File: src/rtl/result_packer_pkg.sv
`default_nettype none
// ============================================================================
// Module   : result_packer_pkg
// Purpose  : Shared constants, typedefs and helpers for the result packer.
// Revision : 1.0 - initial release
// ============================================================================
package result_packer_pkg;

    // Default configuration of the packer
    localparam int c_DATA_WIDTH  = 8;
    localparam int c_INDEX_WIDTH = 10;
    localparam int c_CELL_AMOUNT = 4;
    localparam int c_FIFO_DEPTH  = 4;

    // Packed-word width: one DATA_WIDTH slot per cell
    localparam int c_WORD_WIDTH  = c_DATA_WIDTH * c_CELL_AMOUNT;

    // Slot index and FIFO pointer widths (pointer carries one extra wrap bit)
    localparam int c_SLOT_WIDTH  = $clog2(c_CELL_AMOUNT);
    localparam int c_PTR_WIDTH   = $clog2(c_FIFO_DEPTH) + 1;

    typedef logic [c_SLOT_WIDTH-1:0] slot_t;
    typedef logic [c_PTR_WIDTH-1:0]  fifo_ptr_t;

    // Width of a packed word for an arbitrary configuration
    function automatic int word_width(input int data_width, input int cell_amount);
        return data_width * cell_amount;
    endfunction

endpackage
`default_nettype wire

File: src/rtl/result_packer_fifo.sv
`default_nettype none
// ============================================================================
// Module   : packer_fifo
// Purpose  : Small synchronous FIFO holding completed packed words. Pointers
//            carry an extra wrap bit so full and empty are distinguishable.
//            A push into a full FIFO is accepted when a pop happens in the
//            same cycle.
// Revision : 1.0 - initial release
// ============================================================================
module packer_fifo
    import result_packer_pkg::*;
#(
    parameter int WIDTH = c_WORD_WIDTH,
    parameter int DEPTH = c_FIFO_DEPTH
) (
    input  logic             clk,
    input  logic             reset_n,
    input  logic             push,
    input  logic [WIDTH-1:0] push_data,
    output logic             full,
    input  logic             pop,
    output logic [WIDTH-1:0] pop_data,
    output logic             empty
);

    localparam int AW = $clog2(DEPTH);

    logic [AW:0]      r_wr_ptr;
    logic [AW:0]      r_rd_ptr;
    logic [WIDTH-1:0] r_mem [DEPTH];
    logic             w_do_push;
    logic             w_do_pop;

    assign empty     = (r_wr_ptr == r_rd_ptr);
    assign full      = (r_wr_ptr[AW] != r_rd_ptr[AW]) &&
                       (r_wr_ptr[AW-1:0] == r_rd_ptr[AW-1:0]);
    assign w_do_pop  = pop && !empty;
    assign w_do_push = push && (!full || w_do_pop);

    // Head word comes straight from the storage registers
    assign pop_data  = r_mem[r_rd_ptr[AW-1:0]];

    // Storage and pointer update; reset clears contents so the head reads 0
    always_ff @(posedge clk) begin
        if (!reset_n) begin
            r_wr_ptr <= '0;
            r_rd_ptr <= '0;
            for (int i = 0; i < DEPTH; i++) begin
                r_mem[i] <= '0;
            end
        end else begin
            if (w_do_push) begin
                r_mem[r_wr_ptr[AW-1:0]] <= push_data;
                r_wr_ptr                <= r_wr_ptr + (AW+1)'(1);
            end
            if (w_do_pop) begin
                r_rd_ptr <= r_rd_ptr + (AW+1)'(1);
            end
        end
    end

endmodule
`default_nettype wire

File: src/rtl/result_packer.sv
`default_nettype none
// ============================================================================
// Module   : result_packer
// Purpose  : Collects CELL_AMOUNT in-order scaled values into one packed word,
//            buffers words in packer_fifo and streams them out over a
//            valid/ready handshake. Sticky overflow / sequence_error flags.
//            Optional statistics (word_count, drop_count) are built when the
//            macro RESULT_PACKER_STATS_EN is defined.
// Revision : 1.0 - initial release
// ============================================================================
module result_packer
    import result_packer_pkg::*;
#(
    parameter int DATA_WIDTH  = c_DATA_WIDTH,
    parameter int INDEX_WIDTH = c_INDEX_WIDTH,
    parameter int CELL_AMOUNT = c_CELL_AMOUNT,
    parameter int FIFO_DEPTH  = c_FIFO_DEPTH
) (
    input  logic                              clk,
    input  logic                              reset_n,
    input  logic [INDEX_WIDTH-1:0]            input_index,
    input  logic [DATA_WIDTH-1:0]             input_value,
    input  logic                              input_enable,
    output logic [DATA_WIDTH*CELL_AMOUNT-1:0] output_data,
`ifdef RESULT_PACKER_STATS_EN
    output logic [15:0]                       word_count,
    output logic [7:0]                        drop_count,
`endif
    output logic                              output_valid,
    input  logic                              output_ready,
    output logic                              overflow,
    output logic                              sequence_error
);

    localparam int                WORD_W      = word_width(DATA_WIDTH, CELL_AMOUNT);
    localparam int                SLOT_W      = $clog2(CELL_AMOUNT);
    localparam logic [SLOT_W-1:0] c_LAST_SLOT = SLOT_W'(CELL_AMOUNT - 1);

    // Collector state
    logic [SLOT_W-1:0] r_expected;
    logic [WORD_W-1:0] r_partial;

    // Completed word waiting one cycle before entering the FIFO
    logic              r_push_valid;
    logic [WORD_W-1:0] r_push_data;

    logic              r_overflow;
    logic              r_seq_error;

    logic              w_index_match;
    logic              w_index_zero;
    logic [WORD_W-1:0] w_merged;
    logic              w_fifo_full;
    logic              w_fifo_empty;
    logic              w_pop;
    logic              w_push_accept;
    logic              w_drop;

    assign w_index_match = (input_index == INDEX_WIDTH'(r_expected));
    assign w_index_zero  = (input_index == '0);

    assign output_valid  = !w_fifo_empty;
    assign w_pop         = output_valid && output_ready;
    assign w_push_accept = r_push_valid && (!w_fifo_full || w_pop);
    assign w_drop        = r_push_valid && w_fifo_full && !w_pop;

    assign overflow       = r_overflow;
    assign sequence_error = r_seq_error;

    // Partial word with the incoming value merged into the expected slot
    always_comb begin
        w_merged = r_partial;
        w_merged[int'(r_expected)*DATA_WIDTH +: DATA_WIDTH] = input_value;
    end

    // Collector: track expected index, build the word, hand off completed words
    always_ff @(posedge clk) begin
        if (!reset_n) begin
            r_expected   <= '0;
            r_partial    <= '0;
            r_push_valid <= 1'b0;
            r_push_data  <= '0;
            r_seq_error  <= 1'b0;
        end else begin
            r_push_valid <= 1'b0;
            if (input_enable) begin
                if (w_index_match) begin
                    if (r_expected == c_LAST_SLOT) begin
                        r_push_valid <= 1'b1;
                        r_push_data  <= w_merged;
                        r_partial    <= '0;
                        r_expected   <= '0;
                    end else begin
                        r_partial    <= w_merged;
                        r_expected   <= r_expected + SLOT_W'(1);
                    end
                end else if (w_index_zero) begin
                    // Out-of-order index 0 starts a fresh word
                    r_seq_error <= 1'b1;
                    r_partial   <= WORD_W'(input_value);
                    r_expected  <= SLOT_W'(1);
                end else begin
                    r_seq_error <= 1'b1;
                    r_partial   <= '0;
                    r_expected  <= '0;
                end
            end
        end
    end

    // Sticky overflow: a completed word found the FIFO full with no pop
    always_ff @(posedge clk) begin
        if (!reset_n) begin
            r_overflow <= 1'b0;
        end else if (w_drop) begin
            r_overflow <= 1'b1;
        end
    end

    packer_fifo #(
        .WIDTH (WORD_W),
        .DEPTH (FIFO_DEPTH)
    ) u_fifo (
        .clk       (clk),
        .reset_n   (reset_n),
        .push      (w_push_accept),
        .push_data (r_push_data),
        .full      (w_fifo_full),
        .pop       (w_pop),
        .pop_data  (output_data),
        .empty     (w_fifo_empty)
    );

`ifdef RESULT_PACKER_STATS_EN
    logic [15:0] r_word_count;
    logic [7:0]  r_drop_count;

    // Wrapping count of accepted words, saturating count of dropped words
    always_ff @(posedge clk) begin
        if (!reset_n) begin
            r_word_count <= '0;
            r_drop_count <= '0;
        end else begin
            if (w_push_accept) begin
                r_word_count <= r_word_count + 16'd1;
            end
            if (w_drop && (r_drop_count != 8'hFF)) begin
                r_drop_count <= r_drop_count + 8'd1;
            end
        end
    end

    assign word_count = r_word_count;
    assign drop_count = r_drop_count;
`endif

endmodule
`default_nettype wire
File: config.mk
export PLATFORM = sky130hd
export DESIGN_NAME = result_packer
export DESIGN_NICKNAME = d
export VERILOG_FILES = /design/src/rtl/result_packer_pkg.sv /design/src/rtl/result_packer_fifo.sv /design/src/rtl/result_packer.sv
export SDC_FILE = /design/constraint.sdc
export NUM_CORES = 1
export LEC_CHECK = 0
export ABC_AREA = 1
export CORE_MARGIN = 2
export CORE_UTILIZATION = 50
export CTS_CLUSTER_DIAMETER = 40
export CTS_CLUSTER_SIZE = 25
export DETAILED_ROUTE_END_ITERATION = 10
export GPL_TIMING_DRIVEN = 0
export PLACE_DENSITY = 0.73
export SYNTH_ARGS = -nofsm -noshare
export SYNTH_HDL_FRONTEND = slang
export SYNTH_SLANG_ARGS = --single-unit
File: constraint.sdc
create_clock -name clk -period 4.8 [get_ports clk]
set_input_delay 0.48 -clock clk [delete_from_list [all_inputs] [get_ports clk]]
set_output_delay 0.48 -clock clk [all_outputs]
set_load 0.02 [all_outputs]
Figure 1. Clock distribution (run 1).
Scale bar: 50 µm.
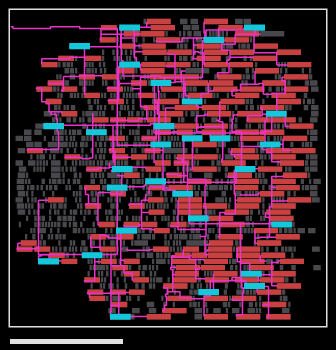
[cyan] clock drivers | count: 29
[red] flip-flops | count: 205
[magenta] clock wires | length: 2520 µm
routed clock nets: 30

Figure 2. The clock network (run 1).
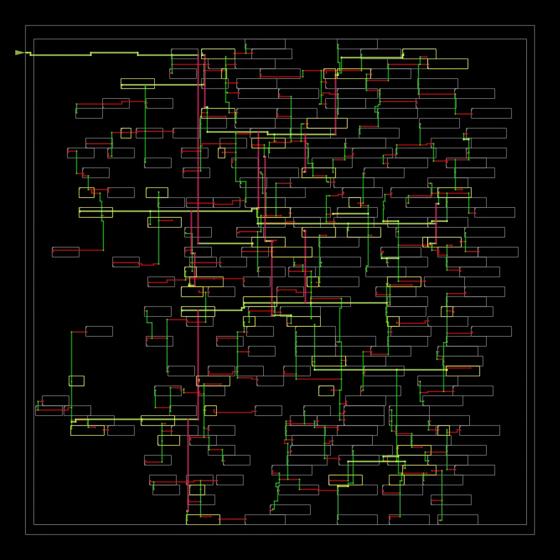
worst clock skew: 0.0131 ns
power drawn by the clock network: 2.21 mW

==> results.rst, run 1 <==
Physical design figures
=======================

.. list-table::
   :header-rows: 1

   * - Metric
     - Value
   * - Register cell area after layout
     - 5390 µm²
   * - Top area contributor share
     - 41.7%
   * - CP max FO
     - 10
   * - Final worst path period need
     - 3.42 ns
   * - Area added between synthesis and finish
     - 20.5%
   * - Wire length after detailed routing
     - 22800 µm
   * - Cell family contributing the most delay on the critical path
     - buffers and inverters
   * - Path class of the lowest-slack min-delay path
     - in2reg
   * - Clock tree root driver cell
     - clkbuf_16
   * - Highest cell delay on the worst timing path
     - 0.56 ns
   * - Die W
     - 140 µm
   * - Finish-stage setup viols
     - 0
   * - Crit-path cells
     - clkbuf_1 > clkinv_1 > clkbuf_1 > o21ai_0 > o22ai_1 > clkdlybuf4s50_1
   * - Yosys warning count
     - 0
   * - Result of the run
     - finished, final reports clean
   * - Placement row count
     - 49
   * - Number of enable-type register cells in the synthesized netlist
     - 128
   * - Cell at the slowest stage of the critical path
     - clkdlybuf4s50_1
   * - Power density cells
     - 387 nW/µm²
   * - Dpl hpwl
     - 14800 µm
   * - IO Port Bufs
     - 54
   * - Data required time of the critical path
     - 4.32 ns
   * - Arrival time of data at the critical path endpoint
     - 2.94 ns
   * - Dominant cell type by area after synthesis
     - edfxtp_1
   * - Pre-Place Util
     - 51.1%
   * - Clock slew seen by the registers of the worst setup and hold paths
     - 0.07 ns
   * - CP Class
     - reg2out
   * - Via density
     - 5.37
   * - Crit path top cell by count
     - clkbuf_1
   * - Latency at later pin
     - 0.53 ns
   * - Number of cells produced by synthesis
     - 1081
   * - Fraction of final layout cells sized beyond drive strength 1
     - 7.15%
   * - Post-detailed-route wirelength per cell
     - 16.1 µm
   * - Remaining global-route overflow
     - 0
   * - Maximum resistive drop on vdd
     - 0.000246 V
   * - Detail Route Antenna Nets
     - 0
   * - Buffer and inverter count on the worst path
     - 4
   * - Buffer levels on the longest clock path
     - 3
   * - Post-synthesis cell area
     - 9210 µm²
   * - Wl on met1
     - 10000 µm
   * - Main area contributors
     - edfxtp_1 42%, dfxtp_1 17%, nor2_1 12%
   * - Total count of max-transition violations in the final report
     - 0
   * - Nets at Floorplan
     - 1111
   * - Y dimension of the die
     - 140 µm
   * - Antenna cell count
     - 0
   * - CTS Sinks
     - 205
   * - Total count of hold-check failures in the final report
     - 0
   * - Number of vias in the routed layout
     - 7613
   * - Ys flop type
     - edfxtp_1
   * - Total Power
     - 4.30 mW
   * - First-pass iteration count of the detailed router
     - 5
   * - Highest routing layer actually used
     - met4
   * - Worst Tran Pin Value
     - 0.915 ns
   * - Leading cell types by count after synthesis
     - 292 x nor2_1, 214 x nand2_1, 128 x edfxtp_1, 77 x dfxtp_1
   * - DRC violations left
     - 0
   * - Logic area
     - 3230 µm²
   * - Gpl congestion
     - 0.895
   * - Number of global-route vias before repair
     - 7350
   * - Total core area
     - 18000 µm²
   * - Number of flip-flops and latches in the synthesized netlist
     - 205
   * - Top-level I/O count
     - 57
   * - Pin count of the biggest net entering global routing
     - 33
   * - Max-cap viol count
     - 0
   * - Antenna violations before repair
     - 0
   * - Grt met2 use
     - 37.7%
   * - Met1 Usage GRT
     - 33.1%
   * - Top cell type by instance count after synthesis
     - nor2_1
   * - Cell total in the yosys stat output
     - 1081
Figure 3. Wiring by layer (run 1).
Scale bar: 50 µm. Two of the layers only.
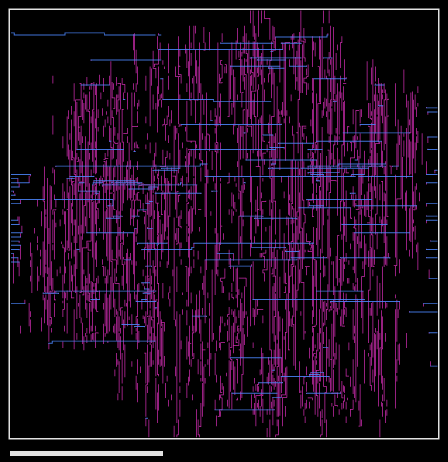
| colour | layer | wire length |
|---|---|---|
| blue | metal 3 | 1490 µm |
| magenta | metal 2 | 10700 µm |

Figure 4. Placement by cell class (run 1).
Fill, decap, tap and diode cells in grey.
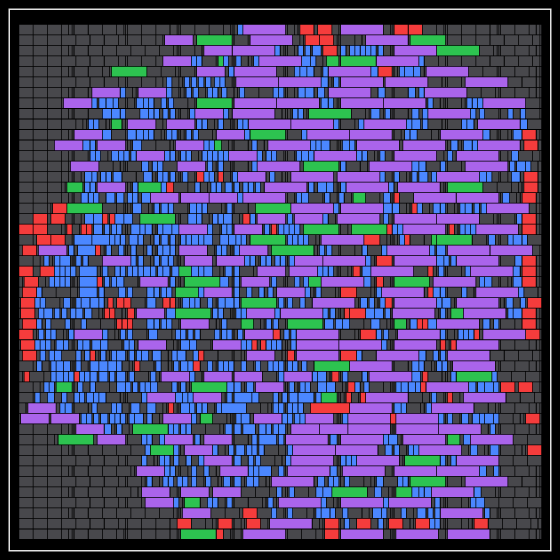
| colour | class | cells |
|---|---|---|
| purple | sequential cells | 205 |
| red | remaining buffers and delay cells | 120 |
| blue | combinational and other logic | 811 |
| green | clock drivers and dummy loads | 53 |

-- run 1: placed cells by master, fill, tap and decap left out --
cell	Yosys	layout
nor2_1	292	291
nand2_1	214	211
edfxtp_1	128	128
dfxtp_1	77	77
o21ai_0	76	76
inv_1	76	76
clkdlybuf4s50_1	0	54
nand4_1	46	46
clkbuf_1	39	39
a21oi_1	33	33
o22ai_1	32	32
clkbuf_16	0	29
nand3_1	20	20
buf_2	16	16
ha_1	8	8
nand2_2	4	7
inv_6	0	7
buf_6	6	6
clkinv_1	3	5
inv_8	0	5
buf_1	4	4
bufinv_16	0	3
nor2_2	2	2
xor2_1	2	2
clkinv_8	0	2
clkinv_4	0	2
nand3_4	1	1
a31oi_1	1	1
nor2_4	0	1
o211ai_1	1	1
inv_12	0	1
clkinvlp_4	0	1
clkinv_2	0	1
buf_16	0	1
-- run 1: worst reg2reg max path, cell delays in order, from the launching register on --
cell and delay, ns:
dfxtp_1 0.47, inv_1 0.07, nand2_1 0.07, nand2_1 0.06, nor2_2 0.18, nand2_2 0.12
nand3_4 0.13, nor2_1 0.11, nand2_2 0.14, buf_2 0.31, nand2_2 0.57
-- run 1: power breakdown --
| part | internal, mW | leakage (nW) | switching (mW) | total (mW) |
|---|---|---|---|---|
| Combinational | 0.0537 | 2.03 | 0.107 | 0.161 |
| Sequential | 1.92 | 1.89 | 0.0135 | 1.93 |
| Clock | 1.32 | 0.498 | 0.889 | 2.21 |
| Total | 3.29 | 4.42 | 1.01 | 4.30 |
-- run 1: kinds of logic after synthesis --
logic type               share of synthesized area [%]
AND/OR/NAND/NOR                                   25.4
flip-flops                                        58.5
buffers and inverters                             6.58
AND-OR/OR-AND                                     8.25
adder cells (fa/ha/maj)                           1.09
XOR/XNOR                                         0.190
-- run 1: final cells by class --
class | count | area share, %
flip-flops and latches | 205 | 48.5
multi-input cells | 732 | 29.1
clock buffers | 29 | 6.54
repair buffers | 55 | 5.12
plain buffers | 65 | 2.78
inverters | 79 | 2.67
clock inverters | 24 | 2.65
well taps | 229 | 2.58
-- run 1: sequential cells by signal (all words and copies together) (netlist names), named ones only --
| name | flops |
|---|---|
| overflow | 1 |
| r_expected | 2 |
| r_partial | 32 |
| r_push_data | 32 |
| r_push_valid | 1 |
| sequence_error | 1 |
| u_fifo.r_mem | 128 |
| u_fifo.r_rd_ptr | 3 |
| u_fifo.r_wr_ptr | 3 |
-- run 1: through the flow --
step	worst slack (ns)	hold WS [ns]	cell area, µm²	cells
floorplan	2.02	0.445	9210	1081
global placement	0.473	0.444	10000	1364
detailed placement	1.74	0.454	10100	1365
CTS	1.40	0.348	11100	1418
global route	1.20	0.370	11100	1418
finish	1.38	0.359	11100	1418
-- run 1: worst paths after layout --
kind                                                      start                                 to  slack (ns)  cells past startpoint
worst min-delay path                                    reset_n    u_fifo.r_wr_ptr[0]$_SDFFE_PN0P_        0.36                      3
worst max-delay path                                   register                    output_data[11]        1.38                      6
worst max register to register  u_fifo.r_wr_ptr[1]$_SDFFE_PN0P_  u_fifo.r_mem[2][21]$_SDFFCE_PN0P_        2.12                     10
worst min register to register            overflow$_SDFFE_PN0P_              overflow$_SDFFE_PN0P_        0.46                      2
Figure 5. Sequential cells grouped by signal name (run 1).
Scale bar: 50 µm. Other sequential cells in the stronger grey, the rest of the logic in the fainter grey.
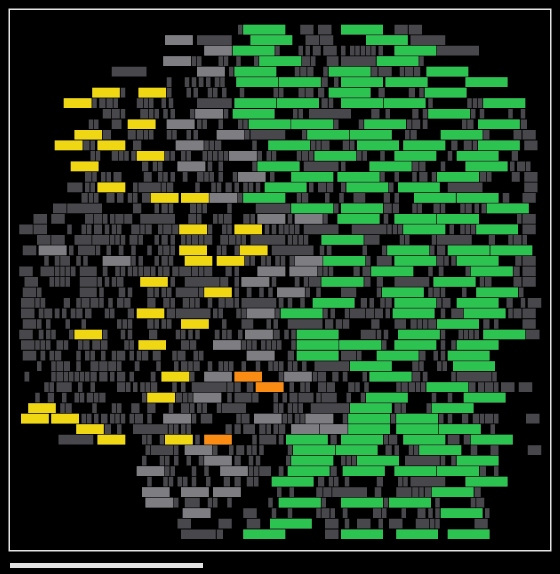

## Run 2: what changed since run 1
- PLACE_DENSITY: 0.73 -> 0.76
- clock period: 4.8 -> 2.8 ns (I/O delays scaled with it)
Figure 6. Sequential cells grouped by signal name (run 2).
Scale bar: 50 µm. Other sequential cells in the stronger grey, the rest of the logic in the fainter grey.
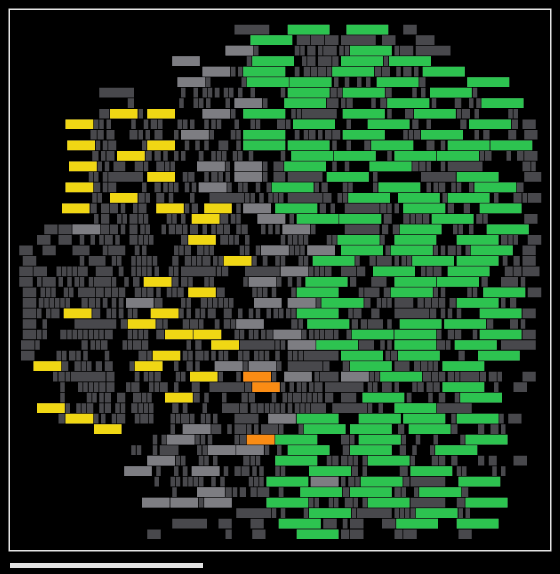
| colour | signal | placed flops |
|---|---|---|
| green | `u_fifo.r_mem` | 128 |
| orange | `u_fifo.r_wr_ptr` | 3 |
| yellow | `r_partial` | 32 |

Figure 7. The clock network (run 2).
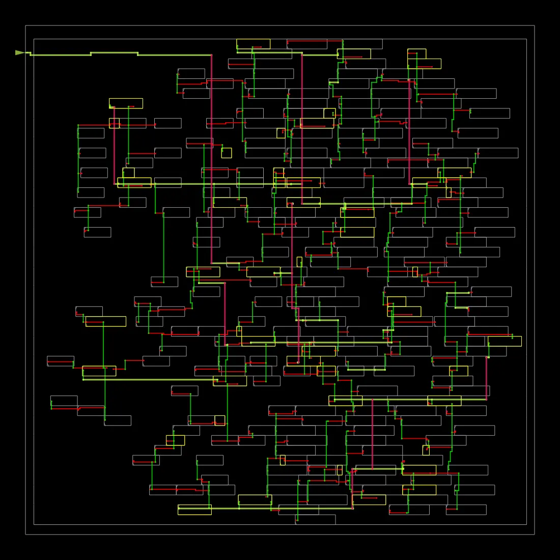
clock buffer count from CTS: 27
Latency at later pin: 0.52 ns
worst clock skew: 0.0159 ns
number of flip-flops and latches: 205
CTS Sinks: 205

==> run 2 against run 1 <==
Sequential share of layout area grew 0.28 points. Synthesized cell count did not move. Critical endpoint is now output_data[7]. Wire length increased by 0.78%.
==> results.rst, run 2 <==
Physical design figures
=======================

.. list-table::
   :header-rows: 1

   * - Metric
     - Value
   * - Result of the run
     - finished, final reports clean
   * - Post-detailed-route wirelength per cell
     - 16.2 µm (+0.99%)
   * - Area fraction in and, or, nand and nor cells
     - 25.4% (unchanged)
   * - Endpoint of the most critical setup path
     - output_data[7]
   * - Nets at Floorplan
     - 1111 (unchanged)
   * - Die Area
     - 19500 µm²
   * - Placement Setup Slack
     - -0.0840 ns (-1.83 ns)
   * - TritonCTS clock tree
     - built
   * - Total placed instance area
     - 10100 µm² (unchanged)
   * - Clock tree root driver cell
     - clkbuf_16
   * - Logic area
     - 3240 µm² (+0.31%)
   * - Post-layout worst setup margin
     - 0.0786 ns (-1.31 ns)
   * - Number of cells on the worst reg-to-reg path
     - 10 (unchanged)
   * - Placed Cells incl. Taps
     - 1365 (unchanged)
   * - Yosys synthesis chip area
     - 9210 µm²
   * - Number of vias in the routed layout
     - 7719 (+1.4%)
   * - Via density
     - 5.46 (+1.6%)
   * - Detail Route Antenna Nets
     - 0 (unchanged)
   * - Mean instance size in the synthesized netlist
     - 8.52 µm²
   * - Buffer and inverter count on the worst path
     - 2 (-2)
   * - Number of DRC markers in iteration 0
     - 606
   * - Dominant cell type by area after synthesis
     - edfxtp_1
   * - Stages on the worst setup path
     - 4 (-2)
   * - Post-synthesis cell area
     - 9210 µm² (unchanged)
   * - Number of cells produced by synthesis
     - 1081 (unchanged)
   * - Terminus of the critical flop-to-flop path
     - u_fifo.r_mem[1][20]$_SDFFCE_PN0P_
   * - Multiplexer share
     - 0% (unchanged)
   * - Cell total in the yosys stat output
     - 1081 (unchanged)
   * - DRC violations left
     - 0 (unchanged)
   * - Fillers
     - 1491
   * - Leakage
     - 4.44 nW
   * - Timing-limited maximum frequency
     - 367 MHz
   * - Dpl hpwl
     - 14700 µm (-0.79%)
   * - Total non-filler cell area in the finished layout
     - 11000 µm² (-0.56%)
   * - Setup TNS Final
     - 0 ns
   * - Reg with most FFs
     - u_fifo.r_mem
   * - Highest cell delay on the worst timing path
     - 0.65 ns (+0.09 ns)
   * - Maximum resistive drop on vdd
     - 0.000523 V (+110%)
   * - Crit-path cells
     - clkbuf_1 > o21ai_0 > o22ai_1 > clkdlybuf4s50_1
   * - Highest routing layer actually used
     - met4
   * - Fin crit share
     - 97.2%
   * - Fraction of final layout cells sized beyond drive strength 1
     - 8.09% (+0.95 points)
   * - Antenna cell count
     - 0 (unchanged)
   * - Met2 Wirelength
     - 11000 µm
   * - Power density cells
     - 634 nW/µm² (+64%)
   * - Arrival time of data at the critical path endpoint
     - 2.44 ns (-0.50 ns)
   * - Ys flop type
     - edfxtp_1
   * - Finish-stage setup viols
     - 0 (unchanged)
   * - Max-cap viol count
     - 0 (unchanged)
   * - CP Class
     - reg2out
   * - Y dimension of the die
     - 140 µm (unchanged)
   * - XOR/XNOR Area Share
     - 0.190% (unchanged)
   * - Path class of the lowest-slack min-delay path
     - in2reg
   * - Antenna violations before repair
     - 0 (unchanged)
   * - Wl on met1
     - 9600 µm (-4.4%)
   * - Gpl congestion
     - 0.879 (-1.7%)
   * - Number of enable-type register cells in the synthesized netlist
     - 128 (unchanged)
   * - Die W
     - 140 µm (unchanged)
   * - Sequential-to-total area share from yosys stat
     - 58.5%
   * - Remaining global-route overflow
     - 0 (unchanged)
   * - Main area contributors
     - edfxtp_1 42%, dfxtp_1 17%, nor2_1 12%
   * - Final standard cell count with taps included and fillers excluded
     - 1415 (-0.21%)
   * - Commonest non-fill, non-tap cells in the layout
     - 291 x nor2_1, 211 x nand2_1, 128 x edfxtp_1
   * - Data required time of the critical path
     - 2.52 ns (-1.80 ns)
   * - Leading cell type in the layout, fill and taps excluded
     - nor2_1
   * - Async S/R FF share, synth
     - 0%
   * - Total count of max-transition violations in the final report
     - 0 (unchanged)
   * - Wire length of the first global-routing pass
     - 37100 µm
   * - Number of global-route vias before repair
     - 7421 (+0.97%)
   * - Max transition margin
     - 40.2%
   * - Yosys warning count
     - 0 (unchanged)
   * - Register cell area after layout
     - 5390 µm² (unchanged)
   * - Critical path endpoint category
     - output pin
   * - Top-level I/O count
     - 57 (unchanged)
   * - Worst hold path cell count
     - 3 (unchanged)
   * - Top flop regs
     - u_fifo.r_mem (128), r_partial (32), r_push_data (32)
   * - Reg2Reg Setup Slack
     - 0.20 ns (-1.92 ns)
   * - Largest family of logic cells by area
     - simple AND/OR/NAND/NOR gates
   * - Max FFs per register
     - 128 (unchanged)
   * - Number of nets at the end of the flow
     - 1195
   * - Post-CTS setup repair buffer count
     - 0
   * - Cell family contributing the most delay on the critical path
     - buffers and inverters
   * - CP max FO
     - 10 (unchanged)
   * - Global-route usage over all layers
     - 23.3%
   * - Placement row count
     - 49 (unchanged)
   * - First-pass iteration count of the detailed router
     - 5 (unchanged)
   * - Number of flip-flops and latches in the synthesized netlist
     - 205 (unchanged)
   * - # hold bufs at CTS
     - 0
   * - Top cell type by instance count after synthesis
     - nor2_1
   * - Worst Tran Pin Value
     - 0.894 ns (-0.0210 ns)
   * - Adder and majority gate portion of the synthesized area
     - 1.09% (unchanged)
   * - RSZ-0062 raised after global routing
     - no
   * - Distinct lib cells
     - 22
   * - Aoi share
     - 8.25% (unchanged)
   * - Total core area
     - 18000 µm² (unchanged)
   * - Pin count of the biggest net entering global routing
     - 33 (unchanged)
   * - Top area contributor share
     - 41.7% (unchanged)
   * - Buffer levels on the longest clock path
     - 3 (unchanged)
   * - Total Power
     - 7.00 mW (+63%)
   * - IO Port Bufs
     - 54 (unchanged)
   * - Stage-log warning count
     - 31
   * - Total count of hold-check failures in the final report
     - 0 (unchanged)
   * - CTS H-Tree Depth
     - 1
   * - Pre-Place Util
     - 51.1% (unchanged)
   * - Cell at the slowest stage of the critical path
     - clkdlybuf4s50_1
   * - Clock slew seen by the registers of the worst setup and hold paths
     - 0.05 ns (-0.02 ns)
   * - Wire length after detailed routing
     - 22900 µm (+0.78%)
   * - Area added between synthesis and finish
     - 19.8%
   * - Crit start category
     - register
   * - Leading cell types by count after synthesis
     - 292 x nor2_1, 214 x nand2_1, 128 x edfxtp_1, 77 x dfxtp_1
   * - Routed length on met3
     - 1810 µm
   * - Final worst path period need
     - 2.72 ns
   * - R2R Path Start
     - u_fifo.r_wr_ptr[0]$_SDFFE_PN0P_
Figure 8. Placement by cell class (run 2).
Fill, decap, tap and diode cells in grey.
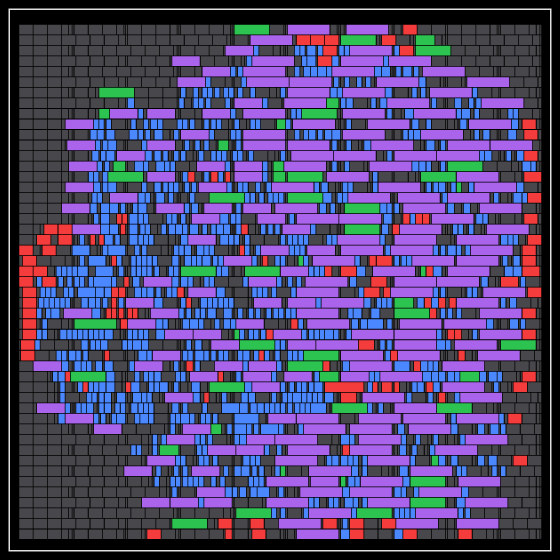
| colour | class | cells |
|---|---|---|
| red | remaining buffers and delay cells | 120 |
| blue | combinational and other logic | 811 |
| green | clock drivers and dummy loads | 50 |
| purple | sequential cells | 205 |

==> run 2: cell counts after synthesis <==
Identical to the previous run, type by type.
==> run 2: layout make-up <==
type	instances	share of cell area [%]
buffer	65	3.02
clock buffer	40	7.40
clock inverter	10	0.884
inverter	79	2.70
multi-input combinational	732	29.4
sequential	205	48.8
tap	229	2.60
timing repair buffer	55	5.21
==> run 2: layer usage <==
layer | track usage [%] | vias to the layer above
li1 | - | 3737
met1 | 31.2 | 3570
met2 | 39.0 | 362
met3 | 3.06 | 50
met4 | 8.63 | 0
met5 | 0 | -
==> run 2: worst register-to-register path, cell delays in order (launching register included) <==
cell and delay, ns:
dfxtp_1 0.47, inv_1 0.11, nand2_1 0.07, nand2_1 0.06, nor2_2 0.17, nand2_2 0.13, nand3_4 0.14, nor2_1 0.09
nand2_2 0.17, buf_6 0.18, nand2_2 0.51
==> run 2: kinds of logic after synthesis <==
| group | Yosys count |
|---|---|
| xor gates and xnor gates | 2 |
| adders and majority gates | 8 |
| AOI/OAI and AO/OA | 143 |
| DFF | 205 |
| buffers and inverters | 144 |
| and+or+nand+nor | 579 |
==> run 2: how the worst min path moves through the flow <==
stage / startpoint / to / slack [ns]
floorplan: r_partial[10]$_SDFFE_PN0P_ / r_partial[10]$_SDFFE_PN0P_ / 0.45
global placement: overflow$_SDFFE_PN0P_ / overflow$_SDFFE_PN0P_ / 0.45
detailed placement: overflow$_SDFFE_PN0P_ / overflow$_SDFFE_PN0P_ / 0.45
CTS: reset_n / u_fifo.r_rd_ptr[0]$_SDFFE_PN0N_ / 0.15
global route: reset_n / u_fifo.r_rd_ptr[0]$_SDFFE_PN0N_ / 0.19
finish: reset_n / u_fifo.r_rd_ptr[0]$_SDFFE_PN0N_ / 0.16
==> run 2: through the flow <==
step / hold WS (ns) / utilization [%]
after detailed placement: 0.449 / 55.9
after global routing: 0.185 / 61.2
after floorplan: 0.445 / -
after global placement: 0.447 / 55.7
final: 0.156 / 61.2
after CTS: 0.147 / 61.1
==> run 2: what timing repair did <==
item / 4_1_cts / 5_1_grt
resized: 14 / 16
pin swaps: 0 / 0
endpoints found under the setup margin: 32 / 81
endpoints found under the hold margin: 0 / 0
==> run 2: where the power goes <==
part | internal (mW) | switching, mW
registers | 3.29 | 0.0239
clock network | 2.12 | 1.29
logic | 0.0925 | 0.185
total | 5.50 | 1.50
Figure 9. Clock distribution (run 2).
Scale bar: 50 µm.
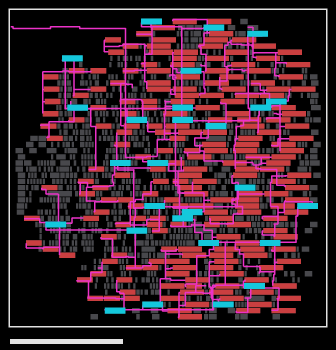

## Run 3: what changed since run 2
--- a/config.mk
+++ b/config.mk
@@ -12,4 +12,5 @@
 export CTS_CLUSTER_SIZE = 25
 export DETAILED_ROUTE_END_ITERATION = 10
+export GPL_ROUTABILITY_DRIVEN = 0
 export GPL_TIMING_DRIVEN = 0
 export PLACE_DENSITY = 0.76
==> constraint.sdc (replaced) <==
create_clock -name clk -period 2.8 [get_ports clk]
set_input_delay 0.28 -clock clk [delete_from_list [all_inputs] [get_ports clk]]
set_output_delay 0.28 -clock clk [all_outputs]
set_load 0.05 [all_outputs]
Figure 10. Clock distribution (run 3).
Scale bar: 50 µm.
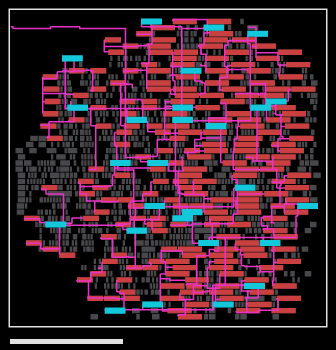
clock share of power: 48.6%
worst clock skew: 0.0165 ns

Figure 11. Placement by cell class (run 3).
Fill, decap, tap and diode cells in grey.
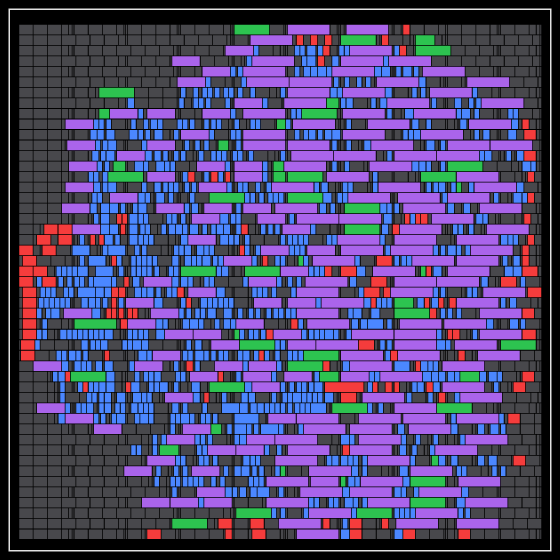
| colour | class | cells |
|---|---|---|
| green | clock drivers and dummy loads | 50 |
| red | remaining buffers and delay cells | 120 |
| purple | sequential cells | 205 |
| blue | combinational and other logic | 811 |

Figure 12. Wiring by layer (run 3).
Scale bar: 50 µm. Two of the layers only.
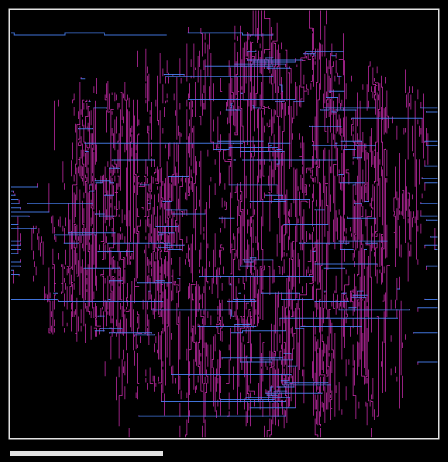
global-route usage over all layers: 23.3%
post-detailed-route wirelength per cell: 16.2 µm
wire length after detailed routing: 22900 µm

==> run 3 against run 2 <==
Die size did not move. Count of clock-buffer cells in the layout did not move. Fmax fell by 0.36%. Clock power barely moved. Critical endpoint is now output_data[31].
==> results.rst, run 3 <==
Physical design figures
=======================

.. list-table::
   :header-rows: 1

   * - Metric
     - Value
   * - Number of flip-flops and latches in the synthesized netlist
     - 205 (unchanged)
   * - Placement row count
     - 49 (unchanged)
   * - Top flop regs
     - u_fifo.r_mem (128), r_partial (32), r_push_data (32)
   * - Distinct lib cells
     - 22 (unchanged)
   * - Remaining global-route overflow
     - 0 (unchanged)
   * - Total count of hold-check failures in the final report
     - 0 (unchanged)
   * - TritonCTS clock tree
     - built
   * - Die Area
     - 19500 µm² (unchanged)
   * - Result of the run
     - finished, final reports clean
   * - Clock slew seen by the registers of the worst setup and hold paths
     - 0.05 ns (about the same)
   * - Critical path endpoint category
     - output pin
   * - Number of vias in the routed layout
     - 7712 (-0.091%)
   * - Clock tree root driver cell
     - clkbuf_16
   * - IO Port Bufs
     - 54 (unchanged)
   * - Top cell type by instance count after synthesis
     - nor2_1
   * - Logic area
     - 3240 µm² (unchanged)
   * - Reg2Reg Setup Slack
     - 0.21 ns (about the same)
   * - Power density cells
     - 643 nW/µm² (+1.4%)
   * - Top area contributor share
     - 41.7% (unchanged)
   * - Top-level I/O count
     - 57 (unchanged)
   * - Net switching component of the power
     - 1.54 mW (+2.6%)
   * - Cell total in the yosys stat output
     - 1081 (unchanged)
   * - Post-synthesis cell area
     - 9210 µm² (unchanged)
   * - # hold bufs at CTS
     - 0 (unchanged)
   * - Placement Setup Slack
     - -0.0840 ns (unchanged)
   * - Nets at Floorplan
     - 1111 (unchanged)
   * - Dpl hpwl
     - 14700 µm (unchanged)
   * - Total core area
     - 18000 µm² (unchanged)
   * - Post-CTS setup repair buffer count
     - 0 (unchanged)
   * - Max FFs per register
     - 128 (unchanged)
   * - CTS Sinks
     - 205 (unchanged)
   * - Logic gate share of total power
     - 4.3% (+0.3 points)
   * - Buffer levels on the longest clock path
     - 3 (unchanged)
   * - RSZ-0062 raised after global routing
     - no
   * - Register cell area after layout
     - 5390 µm² (unchanged)
   * - Area added between synthesis and finish
     - 18.6%
   * - Yosys synthesis chip area
     - 9210 µm² (unchanged)
   * - Number of nets at the end of the flow
     - 1195 (unchanged)
   * - CTS H-Tree Depth
     - 1 (unchanged)
   * - Max transition margin
     - 40.7% (+0.51 points)
   * - Ys flop type
     - edfxtp_1
   * - Fin crit share
     - 97.5% (+0.35 points)
   * - Leading cell type in the layout, fill and taps excluded
     - nor2_1
   * - Stage-log warning count
     - 31 (unchanged)
   * - CP Class
     - reg2out
   * - Worst Tran Pin Value
     - 0.886 ns (-0.00757 ns)
   * - Max-cap viol count
     - 0 (unchanged)
   * - Hold_ws
     - 0.159 ns (+0.00284 ns)
   * - Pre-Place Util
     - 51.1% (unchanged)
   * - Register share of total power
     - 47.1% (-0.2 points)
   * - Leakage
     - 4.42 nW (-0.41%)
   * - Data required time of the critical path
     - 2.52 ns (about the same)
   * - Y dimension of the die
     - 140 µm (unchanged)
   * - Timing-limited maximum frequency
     - 366 MHz (-0.36%)
   * - Main area contributors
     - edfxtp_1 42%, dfxtp_1 17%, nor2_1 12%
   * - Reg with most FFs
     - u_fifo.r_mem
   * - DRC violations left
     - 0 (unchanged)
   * - Wire length of the first global-routing pass
     - 37100 µm (about the same)
   * - Dominant cell type by area after synthesis
     - edfxtp_1
   * - Number of DRC markers in iteration 0
     - 677 (+12%)
   * - Fraction of final layout cells sized beyond drive strength 1
     - 9.02% (+0.93 points)
   * - Buffer and inverter count on the worst path
     - 4 (+2)
   * - Fillers
     - 1514 (+1.5%)
   * - Leading cell types by count after synthesis
     - 292 x nor2_1, 214 x nand2_1, 128 x edfxtp_1, 77 x dfxtp_1
   * - Gates resized, CTS repair
     - 48 (+34)
   * - Number of enable-type register cells in the synthesized netlist
     - 128 (unchanged)
   * - Final worst path period need
     - 2.73 ns (+0.00993 ns)
   * - Highest cell delay on the worst timing path
     - 0.53 ns (-0.12 ns)
-- run 3: cell counts after synthesis --
Identical to the previous run, type by type.
-- run 3: final cells by class --
cell class / count / share of cell area, %
repair buffers: 55 / 4.32
inverters: 79 / 2.73
clock buffers: 40 / 7.48
multi-input cells: 732 / 29.7
clock inverters: 10 / 0.894
plain buffers: 65 / 2.93
well taps: 229 / 2.62
flip-flops and latches: 205 / 49.3
-- run 3: worst register-to-register path, cell delays in order, from the launching register on --
cell and delay [ns]:
dfxtp_1 0.48, inv_1 0.11, nand2_1 0.07, nand2_1 0.06, nor2_2 0.17, nand2_2 0.12
nand3_4 0.14, nor2_1 0.09, nand2_2 0.16, buf_6 0.18, nand2_2 0.50
-- run 3: cells by family (layout without fill, tap and decap cells) --
group,count (synthesis),after routing,share of synthesized area [%]
DFF,205,205,58.5
and+or+nand+nor,579,579,25.4
buffers and inverters,144,249,6.58
xor gates and xnor gates,2,2,0.190
adders and majority gates,8,8,1.09
AOI/OAI and AO/OA,143,143,8.25
-- run 3: stage by stage --
stage / total power, mW / TNS [ns] / cells / util (%) / area (µm²)
floorplan: 3.55 / 0 / 1081 / - / 9210
global placement: 3.68 / -83.02 / 1364 / 55.7 / 10000
detailed placement: 3.68 / -2.63 / 1365 / 55.9 / 10100
CTS: 7.05 / 0 / 1415 / 60.9 / 11000
global route: 7.22 / 0 / 1415 / 60.6 / 10900
finish: 7.02 / 0 / 1415 / 60.6 / 10900
-- run 3: power by group through the flow --
stage	logic, mW	registers [mW]	clock network, mW
finish	0.303	3.31	3.41
global route	0.329	3.31	3.57
CTS	0.303	3.31	3.43
detailed placement	0.313	3.37	0
global placement	0.305	3.37	0
floorplan	0.184	3.37	0
-- run 3: path summary, 6_finish.rpt --
kind	startpoint	endpoint	depth (start not counted)
setup reg to reg	u_fifo.r_wr_ptr[0]$_SDFFE_PN0P_	u_fifo.r_mem[1][20]$_SDFFCE_PN0P_	10
hold reg to reg	overflow$_SDFFE_PN0P_	overflow$_SDFFE_PN0P_	2
hold / removal	reset_n	u_fifo.r_wr_ptr[1]$_SDFFE_PN0P_	3
setup / recovery	register	output_data[31]	6
-- run 3: metal layers --
| layer | share of wire (%) | vias to the layer above | track usage, % |
|---|---|---|---|
| met3 | 7.4 | 53 | 3.06 |
| met4 | 2.5 | 0 | 8.63 |
| li1 | - | 3739 | - |
| met1 | 42 | 3585 | 31.2 |
| met2 | 48 | 335 | 39.0 |
| met5 | 0 | - | 0 |
No activity file was given, so power comes from the tool's default toggle rates.
